===== src/rtl/shift_pkg.sv =====
// Shared definitions for the iterative R-type shift unit: opcode/funct
// encodings, the shift-kind and FSM state enums. Rotate kind is used when SHIFT_ROT_EN is defined.
package shift_pkg;

  localparam logic [5:0] OP_RTYPE = 6'h00;

  localparam logic [5:0] F_SLL  = 6'h00;
  localparam logic [5:0] F_SRL  = 6'h02;
  localparam logic [5:0] F_SRA  = 6'h03;
  localparam logic [5:0] F_SLLV = 6'h04;
  localparam logic [5:0] F_SRLV = 6'h06;
  localparam logic [5:0] F_SRAV = 6'h07;

  typedef enum logic [1:0] {
    SK_LL  = 2'd0,
    SK_RL  = 2'd1,
    SK_RA  = 2'd2,
    SK_ROR = 2'd3
  } shift_kind_t;

  typedef enum logic [1:0] {
    ST_IDLE  = 2'd0,
    ST_SHIFT = 2'd1,
    ST_DONE  = 2'd2
  } state_t;

endpackage


===== src/rtl/shift_decode.sv =====
// Combinational R-type shift decoder: shift detect, shift kind and amount source.
// With SHIFT_ROT_EN defined, SRL/SRLV with rot_i=1 decode as rotate-right.
module shift_decode
  import shift_pkg::*;
(
  input  logic [5:0]  op_i,
  input  logic [5:0]  funct_i,
  input  logic        rot_i,
  output logic        is_shift_o,
  output shift_kind_t kind_o,
  output logic        var_amt_o
);

  always_comb begin
    is_shift_o = 1'b0;
    case (funct_i)
      F_SLL, F_SRL, F_SRA, F_SLLV, F_SRLV, F_SRAV: is_shift_o = (op_i == OP_RTYPE);
      default:                                    is_shift_o = 1'b0;
    endcase
  end

  // Bit 2 of funct distinguishes the variable-amount forms (SLLV/SRLV/SRAV).
  assign var_amt_o = funct_i[2];

`ifdef SHIFT_ROT_EN
  always_comb begin
    kind_o = SK_LL;
    case (funct_i[1:0])
      2'b10:   kind_o = rot_i ? SK_ROR : SK_RL;
      2'b11:   kind_o = SK_RA;
      default: kind_o = SK_LL;
    endcase
  end
`else
  logic unused_rot;
  assign unused_rot = rot_i;

  always_comb begin
    kind_o = SK_LL;
    case (funct_i[1:0])
      2'b10:   kind_o = SK_RL;
      2'b11:   kind_o = SK_RA;
      default: kind_o = SK_LL;
    endcase
  end
`endif

endmodule


===== src/rtl/shift_unit.sv =====
// Multi-cycle R-type shift unit: shifts up to STEP bits per cycle with valid/ready
// handshakes on both sides. SHIFT_ROT_EN adds rotate-right for SRL/SRLV with rot_i=1.
module shift_unit
  import shift_pkg::*;
#(
  parameter int DATA_W = 32,
  parameter int STEP   = 1
) (
  input  logic                      clk_i,
  input  logic                      rst_i,
  input  logic                      flush_i,
  input  logic                      valid_i,
  output logic                      ready_o,
  input  logic [5:0]                op_i,
  input  logic [5:0]                funct_i,
  input  logic [$clog2(DATA_W)-1:0] shamt_i,
  input  logic                      rot_i,
  input  logic [DATA_W-1:0]         rs_data_i,
  input  logic [DATA_W-1:0]         rt_data_i,
  output logic                      valid_o,
  input  logic                      ready_i,
  output logic [DATA_W-1:0]         result_o,
  output logic                      err_o,
  output logic                      busy_o
);

  localparam int SHW = $clog2(DATA_W);
  localparam logic [SHW:0] STEP_W = (SHW+1)'(STEP);

  state_t            state_q, state_d;
  logic [DATA_W-1:0] acc_q, acc_d;
  logic [SHW-1:0]    rem_q, rem_d;
  shift_kind_t       kind_q, kind_d;
  logic              err_q, err_d;

  logic              dec_is_shift;
  shift_kind_t       dec_kind;
  logic              dec_var_amt;
  logic [SHW-1:0]    req_amt;
  logic [SHW-1:0]    step_n;
  logic [DATA_W-1:0] shifted;

  // Only the low SHW bits of rs carry the amount; the rest are architecturally ignored.
  logic unused_rs;
  assign unused_rs = ^rs_data_i[DATA_W-1:SHW];

  shift_decode u_decode (
    .op_i       (op_i),
    .funct_i    (funct_i),
    .rot_i      (rot_i),
    .is_shift_o (dec_is_shift),
    .kind_o     (dec_kind),
    .var_amt_o  (dec_var_amt)
  );

  assign req_amt = dec_var_amt ? rs_data_i[SHW-1:0] : shamt_i;

  // rem never exceeds DATA_W-1, so when it is larger than STEP, STEP fits in SHW bits.
  always_comb begin
    step_n = rem_q;
    if ({1'b0, rem_q} > STEP_W) begin
      step_n = STEP_W[SHW-1:0];
    end
  end

`ifdef SHIFT_ROT_EN
  localparam logic [SHW:0] DW_W = (SHW+1)'(DATA_W);
  logic [SHW:0] rot_l;
  assign rot_l = DW_W - {1'b0, step_n};
`endif

  always_comb begin
    shifted = acc_q;
    case (kind_q)
      SK_LL:   shifted = acc_q << step_n;
      SK_RL:   shifted = acc_q >> step_n;
      SK_RA:   shifted = $signed(acc_q) >>> step_n;
`ifdef SHIFT_ROT_EN
      SK_ROR:  shifted = (acc_q >> step_n) | (acc_q << rot_l);
`endif
      default: shifted = acc_q;
    endcase
  end

  always_comb begin
    state_d = state_q;
    acc_d   = acc_q;
    rem_d   = rem_q;
    kind_d  = kind_q;
    err_d   = err_q;

    case (state_q)
      ST_IDLE: begin
        if (valid_i) begin
          acc_d  = rt_data_i;
          kind_d = dec_kind;
          if (!dec_is_shift) begin
            err_d   = 1'b1;
            rem_d   = '0;
            state_d = ST_DONE;
          end else begin
            err_d   = 1'b0;
            rem_d   = req_amt;
            state_d = (req_amt == '0) ? ST_DONE : ST_SHIFT;
          end
        end
      end
      ST_SHIFT: begin
        acc_d = shifted;
        rem_d = rem_q - step_n;
        if (rem_q == step_n) begin
          state_d = ST_DONE;
        end
      end
      ST_DONE: begin
        if (ready_i) begin
          state_d = ST_IDLE;
          err_d   = 1'b0;
        end
      end
      default: state_d = ST_IDLE;
    endcase

    // Flush overrides any accept or handshake in the same cycle.
    if (flush_i) begin
      state_d = ST_IDLE;
      err_d   = 1'b0;
    end
  end

  always_ff @(posedge clk_i or negedge rst_i) begin
    if (!rst_i) begin
      state_q <= ST_IDLE;
      acc_q   <= '0;
      rem_q   <= '0;
      kind_q  <= SK_LL;
      err_q   <= 1'b0;
    end else begin
      state_q <= state_d;
      acc_q   <= acc_d;
      rem_q   <= rem_d;
      kind_q  <= kind_d;
      err_q   <= err_d;
    end
  end

  assign ready_o  = (state_q == ST_IDLE);
  assign valid_o  = (state_q == ST_DONE);
  assign busy_o   = (state_q != ST_IDLE);
  assign result_o = acc_q;
  assign err_o    = err_q;

endmodule


===== config.mk =====
export PLATFORM = sky130hd
export DESIGN_NAME = shift_unit
export DESIGN_NICKNAME = d
export VERILOG_FILES = /design/src/rtl/shift_pkg.sv /design/src/rtl/shift_decode.sv /design/src/rtl/shift_unit.sv
export SDC_FILE = /design/constraint.sdc
export NUM_CORES = 1
export LEC_CHECK = 0
export ABC_AREA = 1
export CAP_MARGIN = 20
export CORE_MARGIN = 2
export CORE_UTILIZATION = 45
export DETAILED_ROUTE_END_ITERATION = 6
export MAX_ROUTING_LAYER = met4
export PLACE_DENSITY = 0.82
export SLEW_MARGIN = 20
export SYNTH_ARGS = -nofsm -noshare
export SYNTH_HDL_FRONTEND = slang
export SYNTH_SLANG_ARGS = --single-unit

===== constraint.sdc =====
create_clock -name clk_i -period 3.9 [get_ports clk_i]
set_input_delay 0.39 -clock clk_i [delete_from_list [all_inputs] [get_ports clk_i]]
set_output_delay 0.39 -clock clk_i [all_outputs]
set_load 0.01 [all_outputs]

Fig. 1: run 1, placed cells, one colour a class
Drawn at 6 px/um.
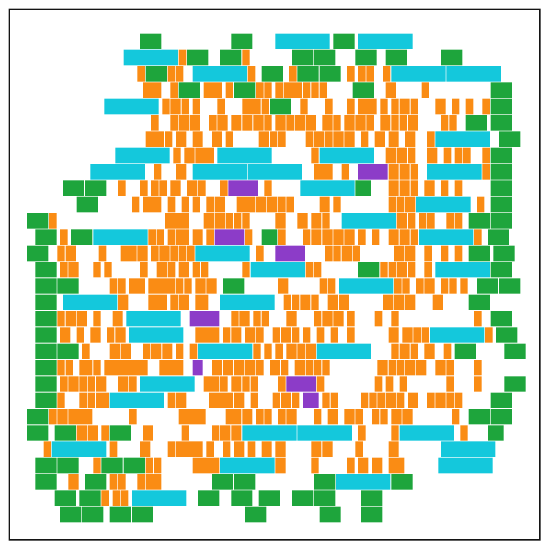
- flops: cyan (cells 42)
- clock drivers and dummy loads: purple (cells 8)
- combinational and other logic: orange (cells 438)
- other buffers and delay cells: green (cells 96)
num rows: 30
design area: 4224 sq um
sequential share of cell area: 0.2488
core area: 6832 sq um
Final Core Density: 0.6183

Fig. 2: run 1, wiring heat map
Drawn at 4 px/um. 18 x 18 tiles, from dark purple (low) to yellow (high), scaled to the fullest tile. Values are wire area over tile area, all layers added.
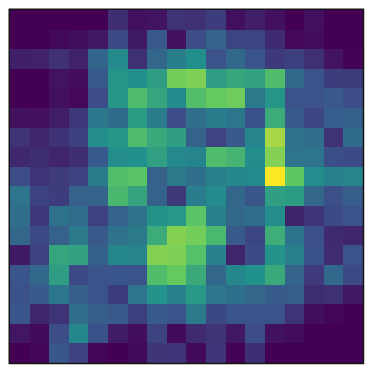
- tiles over half the peak: 17%
- densest ninth of the die: centre
- emptiest ninth of the die: north-west

Fig. 3: run 1, drive-strength map
Drawn at 3 px/um.
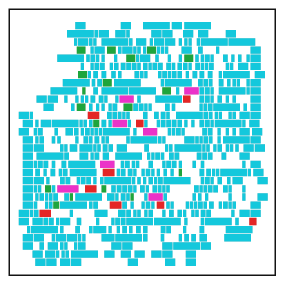
- _0 and _1 cells: cyan (cells 550; share 94%; most used nand2_1)
- _3 and _4 cells: red (cells 9; share 1.5%)
- _2 cells: green (cells 18; share 3.1%; most used o21ai_2)
- _6 and larger: magenta (cells 7; share 1.2%; most used clkbuf_8)

==> impl_metrics.json, run 1 <==
{
  "h-tree-depth": 2,
  "required_ns": 4.09,
  "drive_above_1_share": 0.05822,
  "seq_area_frac_synth": 0.3297,
  "drtPass1Iterations": 5,
  "nets": 674,
  "status": "finished, final reports clean",
  "critPathKind": "reg -> reg",
  "syn_to_final_growth_pct": 32.50,
  "cts_inserted_buffers": 5,
  "worst_hold_slack_ns": 0.07856,
  "maxCapViolations": 0,
  "worstPathArrival_ns": 2.74,
  "die_h_um": 88.17,
  "ff_type": "dfrtp_1",
  "final_cells": 680,
  "drc": 0,
  "drtIter0Drc": 245,
  "chipArea_sq_um": 7774,
  "routabilityCongestion": 0.8216,
  "antenna_cells": 0,
  "ant_nets": 0,
  "slew-limit-headroom": 0.5632,
  "initial_core_util": 0.4667,
  "synth_warnings": 0,
  "io_buffers": 94,
  "cts.hold.buffers_added": 0,
  "worst_pin_slew_ns": 0.6537,
  "power_density_nw_per_um2": 381.0,
  "top_cells_by_count": "nand2_1, nand3_1, nor2_1",
  "irDropWorstVdd_v": 0.0001866,
  "clock_path_buffers": 2,
  "routed_via_density": 5.226,
  "syn-num-nets": 597,
  "wl_per_cell_um": 12.50,
  "grt_max_degree": 43,
  "cts_root_buf": "clkbuf_8",
  "synth_area_sq_um": 3188,
  "min_period_ns": 2.547,
  "path_max_fanout": 35,
  "wl_um": 8499,
  "fin_skew_ns": 0.008503,
  "setup_viol": 0,
  "clkLatencyLatePin_ns": 0.31,
  "dp_cells": 672
}
run 1: layout by cell type, fill, tap and decap left out, types with 2 or more instances in the layout:
cell,count
a22oi_1,3
inv_1,50
nand3_1,87
dfrtp_1,42
clkbuf_8,6
nand2_1,135
ha_1,4
o21ai_2,10
a21oi_1,17
nand2_4,3
clkdlybuf4s50_1,93
o21ai_0,40
nor2_1,71
nor2_4,2
nor2_2,2
inv_2,4
buf_4,3
nor3_1,2
run 1: where the power goes:
group | total (mW) | switching, mW | internal, mW | leakage (nW)
clock network | 0.313 | 0.170 | 0.143 | 0.0472
logic | 0.741 | 0.425 | 0.315 | 1.35
registers | 0.555 | 0.0507 | 0.504 | 0.519
run 1: kinds of logic after synthesis:
logic type	synth area share
and+or+nand+nor	0.4141
buffers and inverters	0.1075
AOI/OAI and AO/OA	0.1330
DFF	0.3297
adders and majority gates	0.01570
run 1: stage by stage:
stage	util	power (mW)	worst slack, ns	instance area, sq um
after floorplan	-	1.020	2.293	3188
after global placement	0.6033	1.278	1.451	4121
after detailed placement	0.6033	1.296	1.413	4121
after CTS	0.6172	1.605	1.403	4217
after global routing	0.6183	1.716	1.153	4224
final	0.6183	1.609	1.353	4224
run 1: routing by layer:
metal  GRT usage  vias to the layer above  wire length, um
met5           -                        -                0
met4     0.06336                        0               97
met3     0.03770                       11              674
met2      0.3971                      165             4150
met1      0.2648                     1596             3575
li1            -                     1782                -
run 1: final cells by class:
class / instances / area [sq um]
tap: 96 / 120.1
sequential: 42 / 1051
timing repair buffer: 96 / 953.4
clock inverter: 2 / 12.51
fill: 661 / 2608
clock buffer: 6 / 82.58
multi-input combinational: 384 / 1802
inverter: 54 / 202.7
run 1: registers in the layout (all words and copies together) (netlist names):
signal,count
result_o,32
rem_q,5
kind_q,2
err_o,1
state_q,2
run 1: critical path: stages, from the launching register on:
cell and delay, ns:
dfrtp_1 0.43, inv_2 0.09, nor2_8 0.35, inv_2 0.23
nand2_4 0.15, nand2_4 0.24, inv_2 0.54, nand2_1 0.16
a21oi_1 0.15, a21oi_1 0.08
run 1: how the worst max path moves through the flow:
stage	startpoint	to	slack, ns	depth (start not counted)
3_5_place_dp	state_q[0]$_DFFE_PN0P_	result_o[30]$_DFFE_PN0P_	1.41	9
6_report	state_q[0]$_DFFE_PN0P_	result_o[30]$_DFFE_PN0P_	1.35	9
5_1_grt	state_q[0]$_DFFE_PN0P_	result_o[30]$_DFFE_PN0P_	1.15	9
4_1_cts	state_q[0]$_DFFE_PN0P_	result_o[30]$_DFFE_PN0P_	1.40	9
3_3_place_gp	state_q[1]$_DFFE_PN0P_	result_o[30]$_DFFE_PN0P_	1.45	8
2_1_floorplan	kind_q[0]$_DFFE_PN0P_	result_o[10]$_DFFE_PN0P_	2.29	9
Fig. 4: run 1, M3 wires
Drawn at 4 px/um. Cells faint in the background.
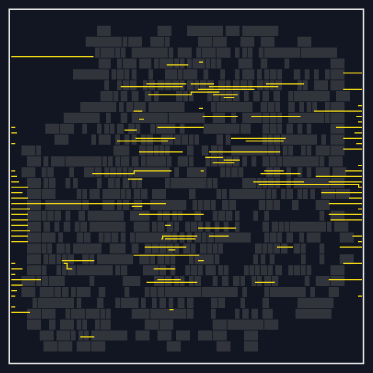

==> run 1 -> run 2 <==
CORE_UTILIZATION = 40   (was 45)
PLACE_DENSITY = 0.77   (was 0.82)
clock period = 2.27 ns   (was 3.9 ns; I/O delays follow)
Fig. 5: run 2, M3 wires
Drawn at 4 px/um. Cells faint in the background.
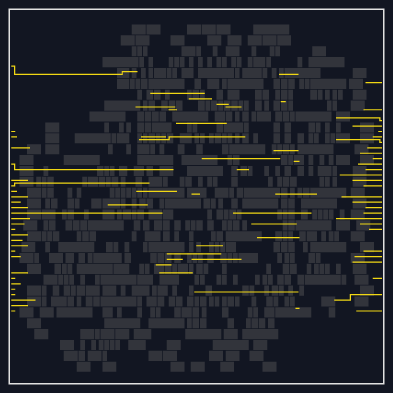
- wire length on this layer: 639 um
- main direction: horizontal
- longest straight run: 39.6 um

Fig. 6: run 2, drive-strength map
Drawn at 3 px/um.
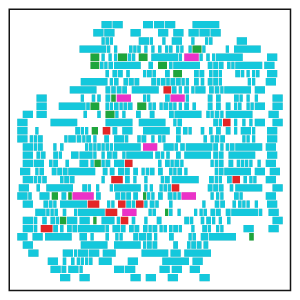
- _6 and larger: magenta (cells 7; share 1.2%; most used clkbuf_8)
- _3 and _4 cells: red (cells 13; share 2.2%; most used buf_4)
- _2 cells: green (cells 20; share 3.4%; most used o21ai_2)
- _0 and _1 cells: cyan (cells 552; share 93%; most used nand2_1)

==> run 2 against run 1 <==
Global-route usage decreased by 1.2 points. Clock power increased by 67%. Clock skew increased by 0.0033 ns. Wire length increased by 1.4%. First-iteration DRC count decreased by 0.41%. Total power increased by 73%.
==> impl_metrics.json, run 2 <==
{
  "status": "finished, final reports clean",
  "drtIter0Drc": 244,
  "nets": 682,
  "seq_area_sq_um": 1051,
  "worstPathArrival_ns": 2.17,
  "cts.hold.buffers_added": 1,
  "h-tree-depth": 2,
  "largest_register_ffs": 32,
  "synth_area_sq_um": 3188,
  "dp_slack_ns": 0.3533,
  "layout.area.comb_sq_um": 1797,
  "irDropWorstVdd_v": 0.0002801,
  "antenna_cells": 0,
  "critPathKind": "reg -> reg",
  "die_h_um": 93.28,
  "drc": 0,
  "routabilityCongestion": 0.8582,
  "routed_via_density": 5.110,
  "syn-num-nets": 597,
  "final_cell_mix": "nand2_1, clkdlybuf4s50_1, nand3_1",
  "syn_to_final_growth_pct": 34.34,
  "wl_per_cell_um": 12.42,
  "required_ns": 2.50,
  "lay_top_count": "nand2_1",
  "synth_warnings": 0,
  "fill_cells": 766,
  "drive_above_1_share": 0.06757,
  "chipArea_sq_um": 8700,
  "drt-met1-wl_um": 3784
}
-- run 2: final timing paths --
check / startpoint / cells after the start / slack (ns) / to
max in group asynchronous: rst_i / 3 / 1.14 / result_o[17]$_DFFE_PN0P_
min in group clk_i: flush_i / 2 / 0.51 / err_o$_DFFE_PN0P_
hold / removal: rst_i / 2 / 0.42 / result_o[3]$_DFFE_PN0P_
setup reg to reg: kind_q[0]$_DFFE_PN0P_ / 8 / 0.34 / result_o[30]$_DFFE_PN0P_
hold reg to reg: result_o[26]$_DFFE_PN0P_ / 2 / 0.51 / result_o[26]$_DFFE_PN0P_
setup / recovery: kind_q[0]$_DFFE_PN0P_ / 8 / 0.34 / result_o[30]$_DFFE_PN0P_
-- run 2: cell type report --
| class | instances | area share |
|---|---|---|
| multi-input cells | 384 | 0.4195 |
| flip-flops and latches | 42 | 0.2454 |
| repair buffers | 104 | 0.2366 |
| inverters | 54 | 0.04733 |
| well taps | 102 | 0.02980 |
| clock buffers | 7 | 0.02016 |
| clock inverters | 1 | 0.001169 |
-- run 2: logic make-up (layout without fill, tap and decap cells) --
family	count (synthesis)	count (layout)	share of synthesized area
simple gates	306	306	0.4141
compound gates	74	74	0.1330
buf+inv	80	166	0.1075
fa+ha+maj	4	4	0.01570
flops	42	42	0.3297
-- run 2: worst max-delay path, cell delays in order (launching register included) --
cell and delay [ns]:
dfrtp_1 0.38, inv_1 0.07, ha_1 0.39, inv_2 0.29, buf_4 0.29, nand3_1 0.14, nand2_1 0.12, a21oi_1 0.04
a21oi_1 0.14
-- run 2: stage by stage --
stage          cell area (sq um)  power [mW]  instances  utilization  hold WS, ns
5_1_grt                     4283       3.003        694       0.5542       0.4670
6_report                    4283       2.781        694       0.5542       0.4199
3_5_place_dp                4182       2.265        685       0.5411       0.2152
3_3_place_gp                4182       2.228        685       0.5411       0.2098
2_1_floorplan               3188       1.752        506            -     -0.06859
4_1_cts                     4283       2.791        694       0.5542       0.4374
-- run 2: layer usage --
layer	track usage	vias to the layer above
li1	-	1805
met3	0.04351	10
met5	-	-
met2	0.3435	117
met1	0.2774	1614
met4	0.05270	0
-- run 2: where the power goes --
part,internal (mW),switching [mW]
combinational,0.566,0.738
clock,0.246,0.276
sequential,0.867,0.0885
No activity file was given, so power comes from the tool's default toggle rates.
